<file path="src/rtl/sdf_node.sv">
// sdf_node: dataflow firing node. Grants one flux round-robin when every input
// port has a token on it, reads one token per port, combines the data fields
// with the selected operation and writes the {flux, result} token downstream.
// Build option: define SDF_SAT_EN to make operation 0 a saturating unsigned sum.
module sdf_node #(
  parameter int unsigned DATA_WIDTH = 4,
  parameter int unsigned FLUX       = 2,
  parameter int unsigned PORTS      = 2,
  parameter int unsigned NUM_OP     = 4
) (
  input  logic                                          clk,
  input  logic                                          rst,
  input  logic [1:0]                                    op_sel,
  input  logic [(DATA_WIDTH+$clog2(FLUX))*PORTS-1:0]    dout,
  input  logic [FLUX*PORTS-1:0]                         empty,
  output logic [FLUX*PORTS-1:0]                         read,
  output logic [DATA_WIDTH+$clog2(FLUX)-1:0]            din,
  output logic                                          write,
  input  logic [FLUX-1:0]                               full,
  output logic                                          busy,
  output logic                                          tag_err
);

  localparam int unsigned TAG_W = $clog2(FLUX);
  localparam int unsigned W     = DATA_WIDTH + TAG_W;
`ifdef SDF_SAT_EN
  localparam int unsigned SUM_W = DATA_WIDTH + $clog2(PORTS + 1);
`else
  localparam int unsigned SUM_W = DATA_WIDTH;
`endif

  typedef enum logic [1:0] {IDLE, READ, CAP, WRITE} state_t;

  state_t                  state;
  logic [TAG_W-1:0]        grant;
  logic [TAG_W-1:0]        last_granted;
  logic [TAG_W-1:0]        rr_pick;
  logic [TAG_W-1:0]        cand;
  logic                    rr_found;
  logic [FLUX-1:0]         eligible;
  logic [FLUX*PORTS-1:0]   read_pat;
  logic [DATA_WIDTH-1:0]   tok_data;
  logic [TAG_W-1:0]        tok_tag;
  logic [SUM_W-1:0]        acc_sum;
  logic [DATA_WIDTH-1:0]   acc_and;
  logic [DATA_WIDTH-1:0]   acc_or;
  logic [DATA_WIDTH-1:0]   acc_xor;
  logic [DATA_WIDTH-1:0]   sum_res;
  logic [DATA_WIDTH-1:0]   result;
  logic                    tag_bad;

  // Eligibility per flux and round-robin pick starting after the last grant
  always_comb begin
    eligible = '1;
    for (int p = 0; p < PORTS; p++) begin
      for (int f = 0; f < FLUX; f++) begin
        if (empty[p*FLUX + f]) eligible[f] = 1'b0;
      end
    end
    rr_pick  = '0;
    rr_found = 1'b0;
    cand     = '0;
    for (int i = 1; i <= FLUX; i++) begin
      cand = last_granted + TAG_W'(i);
      if (!rr_found && eligible[cand]) begin
        rr_pick  = cand;
        rr_found = 1'b1;
      end
    end
    read_pat = '0;
    for (int p = 0; p < PORTS; p++) begin
      read_pat[p*FLUX + int'(rr_pick)] = 1'b1;
    end
  end

  // Combine the data fields of all port tokens and flag tags that miss the grant
  always_comb begin
    acc_sum  = '0;
    acc_and  = '1;
    acc_or   = '0;
    acc_xor  = '0;
    tag_bad  = 1'b0;
    tok_data = '0;
    tok_tag  = '0;
    for (int p = 0; p < PORTS; p++) begin
      tok_data = dout[p*W +: DATA_WIDTH];
      tok_tag  = dout[p*W + DATA_WIDTH +: TAG_W];
      acc_sum  = acc_sum + SUM_W'(tok_data);
      acc_and  = acc_and & tok_data;
      acc_or   = acc_or | tok_data;
      acc_xor  = acc_xor ^ tok_data;
      if (tok_tag != grant) tag_bad = 1'b1;
    end
`ifdef SDF_SAT_EN
    sum_res = (acc_sum > SUM_W'({DATA_WIDTH{1'b1}})) ? '1 : DATA_WIDTH'(acc_sum);
`else
    sum_res = acc_sum;
`endif
    result = sum_res;
    if (32'(op_sel) < NUM_OP) begin
      case (op_sel)
        2'd1:    result = acc_and;
        2'd2:    result = acc_or;
        2'd3:    result = acc_xor;
        default: result = sum_res;
      endcase
    end
  end

  // Firing sequence: IDLE grant -> READ strobe -> CAP compute -> WRITE until accepted
  always_ff @(posedge clk) begin
    if (rst) begin
      state        <= IDLE;
      din          <= '0;
      read         <= '0;
      busy         <= 1'b0;
      tag_err      <= 1'b0;
      grant        <= '0;
      last_granted <= TAG_W'(FLUX - 1);
    end else begin
      read <= '0;
      case (state)
        IDLE: begin
          if (rr_found) begin
            grant <= rr_pick;
            read  <= read_pat;
            busy  <= 1'b1;
            state <= READ;
          end
        end
        READ: state <= CAP;
        CAP: begin
          din <= {grant, result};
          if (tag_bad) tag_err <= 1'b1;
          state <= WRITE;
        end
        WRITE: begin
          if (!full[grant]) begin
            last_granted <= grant;
            busy         <= 1'b0;
            state        <= IDLE;
          end
        end
        default: state <= IDLE;
      endcase
    end
  end

  // Write strobe follows the granted flux's full flag directly
  assign write = (state == WRITE) && !full[grant];

endmodule

</file>
<file path="config.mk">
export PLATFORM = sky130hd
export DESIGN_NAME = sdf_node
export DESIGN_NICKNAME = d
export VERILOG_FILES = /design/src/rtl/sdf_node.sv
export SDC_FILE = /design/constraint.sdc
export NUM_CORES = 1
export LEC_CHECK = 0
export CAP_MARGIN = 20
export CORE_ASPECT_RATIO = 0.9
export CORE_UTILIZATION = 40
export DETAILED_ROUTE_END_ITERATION = 16
export PLACE_DENSITY_LB_ADDON = 0.15
export SKIP_LAST_GASP = 1
export SLEW_MARGIN = 40
export SYNTH_ARGS = -nofsm -noshare
export SYNTH_HDL_FRONTEND = slang
export SYNTH_SLANG_ARGS = --single-unit
</file>
<file path="constraint.sdc">
create_clock -name clk -period 2.55 [get_ports clk]
set_input_delay 0.51 -clock clk [delete_from_list [all_inputs] [get_ports clk]]
set_output_delay 0.51 -clock clk [all_outputs]
set_load 0.01 [all_outputs]
</file>
run_1/m1.png
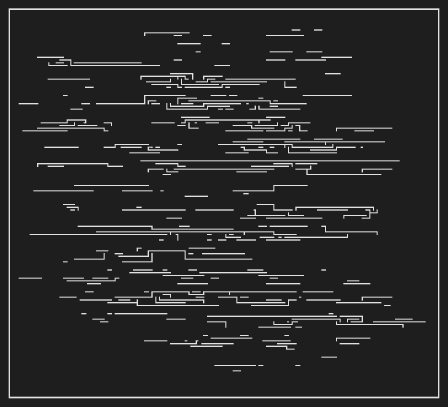
longest straight run = 32.2 microns
share of all routed wire = 52%
main direction = horizontal
wire length on this layer = 977 microns
nets with wire on the layer = 141

run_1/sizing.png
Bar = 20 microns.
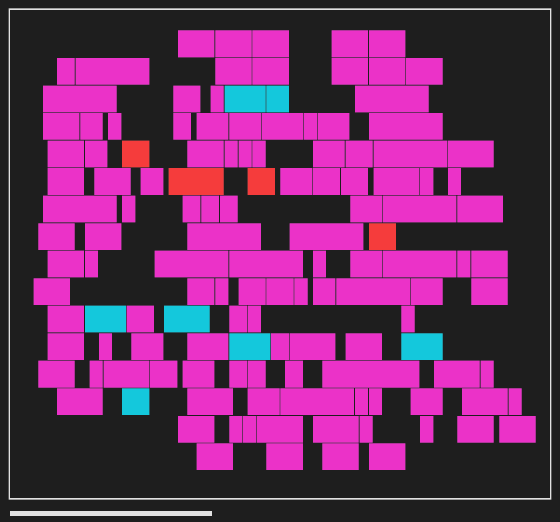
x3 and x4 -> red  # cells 4, share 3.0%
x2 -> cyan  # cells 7, share 5.3%
x1 and smaller -> magenta  # cells 121, share 92%

run_1/layers.png
Only two layers are drawn.
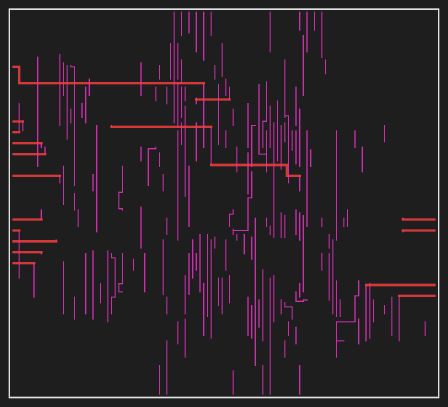
M3 -> red  # wire length 106 microns
M2 -> magenta  # wire length 800 microns

==> run summary, run 1 <==
Met3 usage: 6.54%
Largest cell class by area: multi-input combinational cells
CTS H-tree depth: 1
Unrepaired setup endpoints after global routing: no
NetSw: 0.306 mW
Area fraction in mux cells: 8.96%
Syn Inst Count: 103
Antenna cells: 0
Synth flops: 13
Worst r2r path cells: 5
FF/Latch Area: 260 sq um
Drt pass-1 iters: 4
CTS Buf Count: 3
LEAKAGE: 0.547 nW
Mean post-synth cell area: 9.22 sq um
Post-synth EDFFs: 0
Signal inverters: 17
Clock network power share: 14.2%
Number of global-route vias before repair: 734
Critical path type: primary input to output port
Crit path cell chain: clkdlybuf4s50_1 > mux2_4 > nor2_1 > clkdlybuf4s50_1
Largest area contributor in the netlist: dfxtp_1
Tool warnings: 32
Critical Path Start: full[1]
Setup Buffers After CTS: 0
Final net count: 165
Fin crit period: 2.39 ns
Xor/xnor share: 0.922%
Die width: 53.4 microns
Most used routing layer: met2
Logic share of the area: 45.5%
Setup violations, final: 0
Pre-Place Util: 43.1%
Depth of the worst hold-timing path: 2
Cell Area, Synth: 950 sq um
Slew headroom: 69.5%
Clock slew at reported path FFs: 0.07 ns
Switching share of power: 35.6%
Clkbuf count: 4
DIE HEIGHT: 48.2 microns
CP Launch Type: primary input
Number of fill cells: 204
Cell Type Count: 39
Status: completed
Chip area: 2570 sq um
WL/cell: 11.8 microns
CP top delay family: buffers and inverters
Post-Synthesis Net Count: 135
[run 1: registers in the layout, summed over array words and instances, names as in the netlist]
name / count
last_granted: 1
busy: 1
din: 5
grant: 1
state: 2
tag_err: 1
read: 2
[run 1: worst register-to-register path: cells and delay by family, from the launching register on]
family | cells | cell delay, ns
buf+inv | 1 | 0.06
flops | 1 | 0.39
compound gates | 3 | 0.79
fa+ha+maj | 1 | 0.23
[run 1: cells in the final DEF, fill, tap and decap left out, types with 2 or more instances in the layout]
cell type        Yosys  final
a211oi_1             4      4
mux2_2               3      3
ha_1                11     11
a2111oi_0            2      2
dfxtp_1             13     13
nor2_1               7      7
inv_1               17     17
clkdlybuf4s50_1      0     31
o21ai_0              2      2
a31o_1               2      2
a21oi_1              6      6
a211o_1              3      3
a21o_1               2      2
clkbuf_4             0      3
nand3_1              2      2
[run 1: power groups by stage]
stage	combinational, mW	clock, mW	sequential (mW)
after floorplan	0.246	0	0.326
after global placement	0.417	0	0.313
after detailed placement	0.424	0	0.316
after CTS	0.426	0.128	0.312
after global routing	0.471	0.138	0.321
final	0.425	0.122	0.312
[run 1: stage by stage]
stage | power (mW) | hold slack [ns] | util (%) | setup WS [ns]
2_1_floorplan | 0.572 | 0.491 | - | 0.599
3_3_place_gp | 0.730 | 0.464 | 56.7 | 0.0941
3_5_place_dp | 0.740 | 0.465 | 56.7 | 0.0226
4_1_cts | 0.866 | 0.494 | 57.9 | 0.158
5_1_grt | 0.930 | 0.519 | 57.9 | 0.0714
6_report | 0.858 | 0.485 | 57.9 | 0.160
[run 1: layer usage]
metal	part of all wire (%)	up-vias
met5	0	-
met4	0	0
met3	5.6	0
met2	42	21
met1	52	365
li1	-	424
run_1/m2.png
Cells faint in the background.
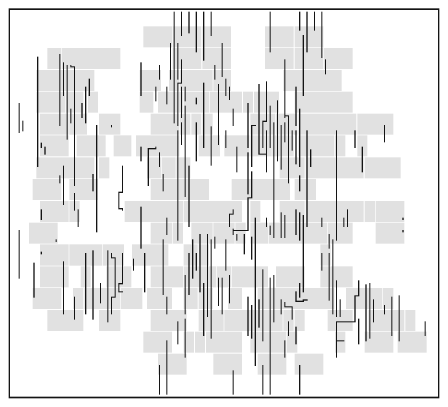

==> inputs of run 2 (changes only) <==
clock period = 2.6 ns   (was 2.55 ns; I/O delays follow)
run_2/m2.png
Cells faint in the background.
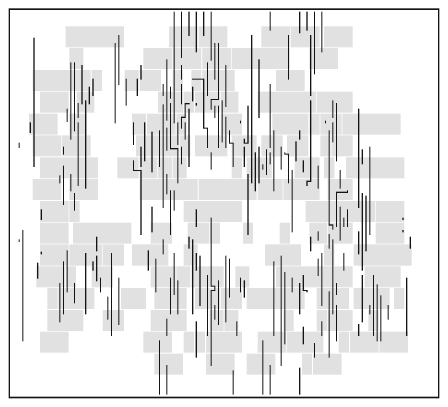
main direction = vertical
wire length on this layer = 833 microns
nets with wire on the layer = 134
longest straight run = 18.4 microns

run_2/clock_nets.png
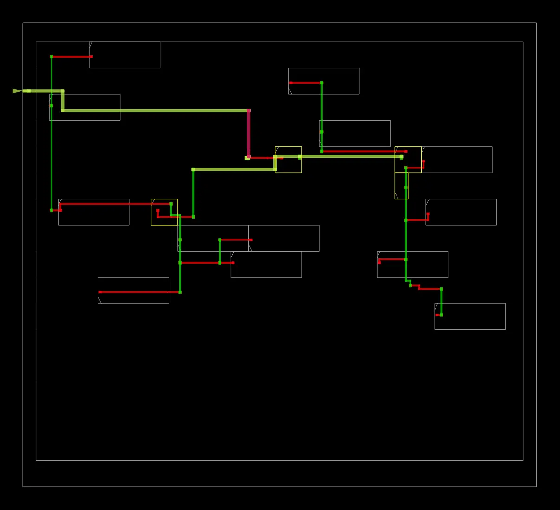
clkbuf count: 4
CTS Buf Count: 3

==> run 2 against run 1 <==
Against the previous run: critical path depth is the same; highest routed layer is now met4; sequential share of layout area is the same; count of clock-buffer cells in the layout is the same; setup slack gained 0.038 ns; core utilization is the same; combinational power shrank 2%.
==> run summary, run 2 <==
Largest area contributor in the netlist: dfxtp_1
Synth flops: 13
Final Cycle Share: 92.4%
Post-route cell area: 1270 sq um
Post-Synthesis Net Count: 135
Chip area: 2570 sq um
Cell Area, Synth: 950 sq um
Pre-Place Util: 43.1%
Crit path cell chain: clkdlybuf4s50_1 > mux2_4 > nor2_1 > clkdlybuf4s50_1
CP top delay family: buffers and inverters
Dominant flop cell: dfxtp_1
GP Congestion: 0.814
CTS tree: done
CTS H-tree depth: 1
Pwr Total: 0.843 mW
# IOs: 32
Drt pass-1 iters: 4
Pre-CTS setup slack: 0.0811 ns
Cell count after placement: 155
Worst r2r path cells: 5
WL/cell: 12.0 microns
Basic Gates by Area: 9.35%
Site row count: 16
Highest routed layer: met4
Fin crit period: 2.40 ns
Cell Type Count: 39
Clock slew at reported path FFs: 0.08 ns
Number of global-route vias before repair: 723
Finished Layout Cells: 159
WHS: 0.478 ns
Worst Setup End Kind: output port
Synth top cells by count: inv_1 (17), dfxtp_1 (13), ha_1 (11)
Power per cell area: 661 nW/um^2
Mean post-synth cell area: 9.22 sq um
DIE HEIGHT: 48.2 microns
Post-synth seq share: 27.4%
Synth logic family: AND-OR/OR-AND gates
Syn Inst Count: 103
Metal2 WL: 832 microns
Critical Path Start: full[1]
Die width: 53.4 microns
Yosys stat cell total: 103
Initial antenna violation count: 0
Final net count: 165
Top Layout Cells: clkdlybuf4s50_1 (31), inv_1 (17), dfxtp_1 (13), ha_1 (11), nor2_1 (7)
Overflow after GRT: 0
Slew headroom: 70.5%
Critical path type: primary input to output port
Worst Setup EP: write
Number of fill cells: 221
Commonest Layout Cell: clkdlybuf4s50_1
Reg2Reg Launch Point: state[1]$_SDFFE_PP0P_
Met3 usage: 5.92%
Unrepaired setup endpoints after global routing: no
Layout Utilization: 57.9%
Antenna cells: 0
DR vias: 834
Ys Warns: 0
I/O Buffers: 31
CP Launch Type: primary input
Setup violations, final: 0
Most used routing layer: met2
Yosys stat chip area: 950 sq um
Total track usage: 16.8%
Largest cells by area: dfxtp_1 (27%), ha_1 (14%), inv_1 (6.7%), mux2_2 (3.6%), a21oi_1 (3.2%)
Final Hold Viols: 0
Area fraction in mux cells: 8.96%
Met3 WL post-DR: 131 microns
Global-route wire length before repair: 3.15 mm
Critical path's slowest cell: clkdlybuf4s50_1
Status: completed
Setup Buffers After CTS: 0
Xor/xnor share: 0.922%
LEAKAGE: 0.547 nW
PnR worst setup slack: 0.197 ns
Post-synth EDFFs: 0
Top flop regs: din (5), read (2), state (2)
Biggest register: din
Most frequent CP cell: clkdlybuf4s50_1
Max FFs per register: 5
Max cap viols: 0
Post-synth ARST share: 0%
Tool warnings: 32
Met1 wire length: 939 microns
Depth of the worst hold-timing path: 2
[run 2: cell counts after synthesis]
Identical to the previous run, type by type.
[run 2: worst min path at each step]
stage / from / endpoint / slack [ns]
after global routing: tag_err$_SDFFE_PP0P_ / tag_err$_SDFFE_PP0P_ / 0.51
after CTS: tag_err$_SDFFE_PP0P_ / tag_err$_SDFFE_PP0P_ / 0.49
after global placement: tag_err$_SDFFE_PP0P_ / tag_err$_SDFFE_PP0P_ / 0.47
after floorplan: state[0]$_SDFFE_PP0P_ / state[0]$_SDFFE_PP0P_ / 0.49
final: tag_err$_SDFFE_PP0P_ / tag_err$_SDFFE_PP0P_ / 0.48
after detailed placement: tag_err$_SDFFE_PP0P_ / tag_err$_SDFFE_PP0P_ / 0.46
[run 2: cells by family after synthesis]
logic type	Yosys count
adder cells (fa/ha/maj)	12
AND/OR/NAND/NOR	17
XOR/XNOR	1
buffers and inverters	23
AND-OR/OR-AND	31
flip-flops	13
multiplexers	6
[run 2: report_power, final]
part / total (mW) / internal (mW) / switching [mW]
Combinational: 0.415 / 0.221 / 0.194
Clock: 0.124 / 0.0595 / 0.0641
Sequential: 0.304 / 0.261 / 0.0430
Total: 0.843 / 0.542 / 0.302
[run 2: layout make-up]
type                    instances  area [sq um]  area share (%)
multi-input cells              67           581            45.5
flip-flops and latches         13           260            20.4
repair buffers                 31           310            24.3
well taps                      27          33.8            2.65
clock buffers                   4          26.3            2.06
inverters                      17          63.8            5.00
[run 2: worst min-delay path: cells and delay by family (launching register included)]
kind	cells	cell delay, ns
flip-flops	1	0.33
AND/OR/NAND/NOR	1	0.07
AND-OR/OR-AND	1	0.04
run_2/sizing.png
Bar = 20 microns.
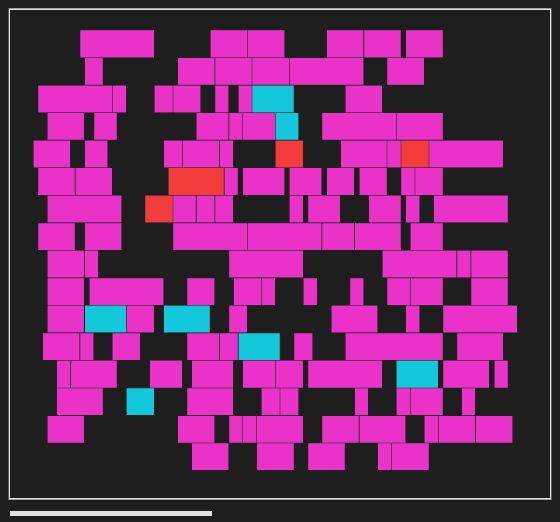

==> inputs of run 3 (changes only) <==
CORE_MARGIN = 5   (was unset)
SKIP_CTS_REPAIR_TIMING = 1   (was unset)
run_3/sizing.png
Bar = 20 microns.
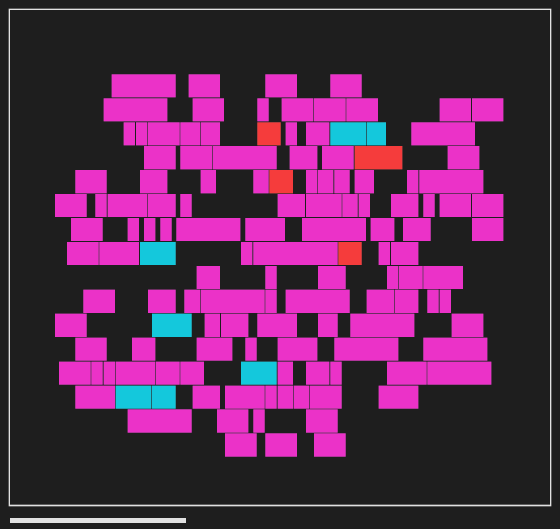
x3 and x4 -> red  # cells 4, share 3.0%
x1 and smaller -> magenta  # cells 121, share 92%
x2 -> cyan  # cells 7, share 5.3%

run_3/clock_nets.png
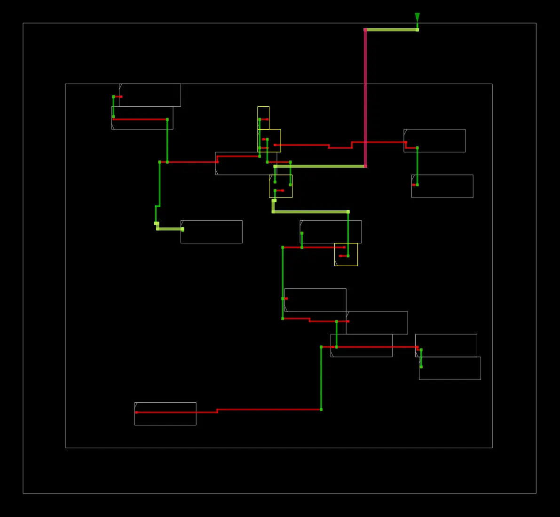
Sink Count: 13
Clock group: 0.129 mW
Max Clock Skew: 0.000972 ns
flop count: 13
Insertion Delay late pin: 0.28 ns

==> run 3 against run 2 <==
Against the previous run: clock power grew 4%; sequential cell count is the same; critical path depth is the same; register-to-register slack lost 0.05 ns; first-iteration DRC count grew 27%; sequential share of layout area is the same; core utilization shrank 0.52 points; final area is the same; global-route usage shrank 3.4 points; highest routed layer unchanged; largest cell class unchanged; setup slack gained 0.022 ns; maximum frequency grew 0.94%; combinational power grew 2%.
==> run summary, run 3 <==
Initial antenna violation count: 0
Synth flops: 13
Largest area contributor in the netlist: dfxtp_1
PnR worst setup slack: 0.219 ns
Chip area: 3450 sq um
Clock network power share: 15.1%
Tool warnings: 32
Pint: 0.542 mW
Switching share of power: 36.8%
Pwr Total: 0.858 mW
Post-synth ARST share: 0%
Fin crit period: 2.38 ns
LEAKAGE: 0.547 nW
Post-Synthesis Net Count: 135
WL/cell: 13.7 microns
Post-synth seq share: 27.4%
Max cap viols: 0
Mean post-synth cell area: 9.22 sq um
Top Layout Cells: clkdlybuf4s50_1 (31), inv_1 (17), dfxtp_1 (13), ha_1 (11), nor2_1 (7)
Unrepaired setup endpoints after global routing: no
Final Cycle Share: 91.6%
Post-route cell area: 1270 sq um
Clock slew at reported path FFs: 0.08 ns
Max FFs per register: 5
Final Hold Viols: 0
Commonest Layout Cell: clkdlybuf4s50_1
GP Congestion: 0.809
Largest cells by area: dfxtp_1 (27%), ha_1 (14%), inv_1 (6.7%), mux2_2 (3.6%), a21oi_1 (3.2%)
Cell Type Count: 39
Critical Path Start: full[0]
Power per cell area: 673 nW/um^2
Pre-Place Util: 42.7%
Combinational power share: 49.2%
Ys Warns: 0
WHS: 0.492 ns
Biggest register: din
CTS H-tree depth: 1
Setup violations, final: 0
Critical path type: primary input to output port
Number of fill cells: 199
Slew headroom: 56.8%
Hold wc startpoint: tag_err$_SDFFE_PP0P_
Number of global-route vias before repair: 853
Syn Inst Count: 103
Global-route wire length before repair: 3.65 mm
DR vias: 850
Status: completed
CTS Buf Count: 3
Layout Utilization: 57.4%
-- run 3: cell counts after synthesis --
Identical to the previous run, type by type.
-- run 3: area by class of cell --
class	instances	area (sq um)	area share [%]
multi-input combinational	67	581	45.5
sequential	13	260	20.4
inverter	17	63.8	5.00
tap	27	33.8	2.65
clock buffer	4	26.3	2.06
timing repair buffer	31	310	24.3
-- run 3: metal layers --
layer  part of all wire [%]  up-vias  global-route usage (%)
met1                     46      396                    17.3
met4                   0.73        0                    4.55
li1                       -      429                       -
met2                     48       23                    22.2
met5                      0        -                       0
met3                    5.2        2                    2.32
-- run 3: power groups by stage --
stage	sequential [mW]	clock (mW)	combinational [mW]
floorplan	0.319	0	0.242
global placement	0.306	0	0.417
detailed placement	0.309	0	0.421
CTS	0.306	0.134	0.424
global route	0.315	0.141	0.467
finish	0.306	0.129	0.423
-- run 3: path summary, 6_finish.rpt --
check,cells after the start,slack (ns),endpoint
max,4,0.22,write
min,2,0.49,tag_err$_SDFFE_PP0P_
max reg2reg,5,1.06,din[3]$_SDFFE_PP0P_
min reg2reg,2,0.49,tag_err$_SDFFE_PP0P_
-- run 3: cell families (layout without fill, tap and decap cells) --
family	after synthesis	in the layout	share of synthesized area (%)
multiplexers	6	6	8.96
AND/OR/NAND/NOR	17	17	9.36
buffers and inverters	23	52	11.5
adder cells (fa/ha/maj)	12	12	16.6
AND-OR/OR-AND	31	31	25.3
XOR/XNOR	1	1	0.922
flip-flops	13	13	27.4
-- run 3: critical path: stages --
cell and delay [ns]:
clkdlybuf4s50_1 0.41, mux2_4 0.30, nor2_1 0.09, clkdlybuf4s50_1 0.54
No activity file was given, so power comes from the tool's default toggle rates.
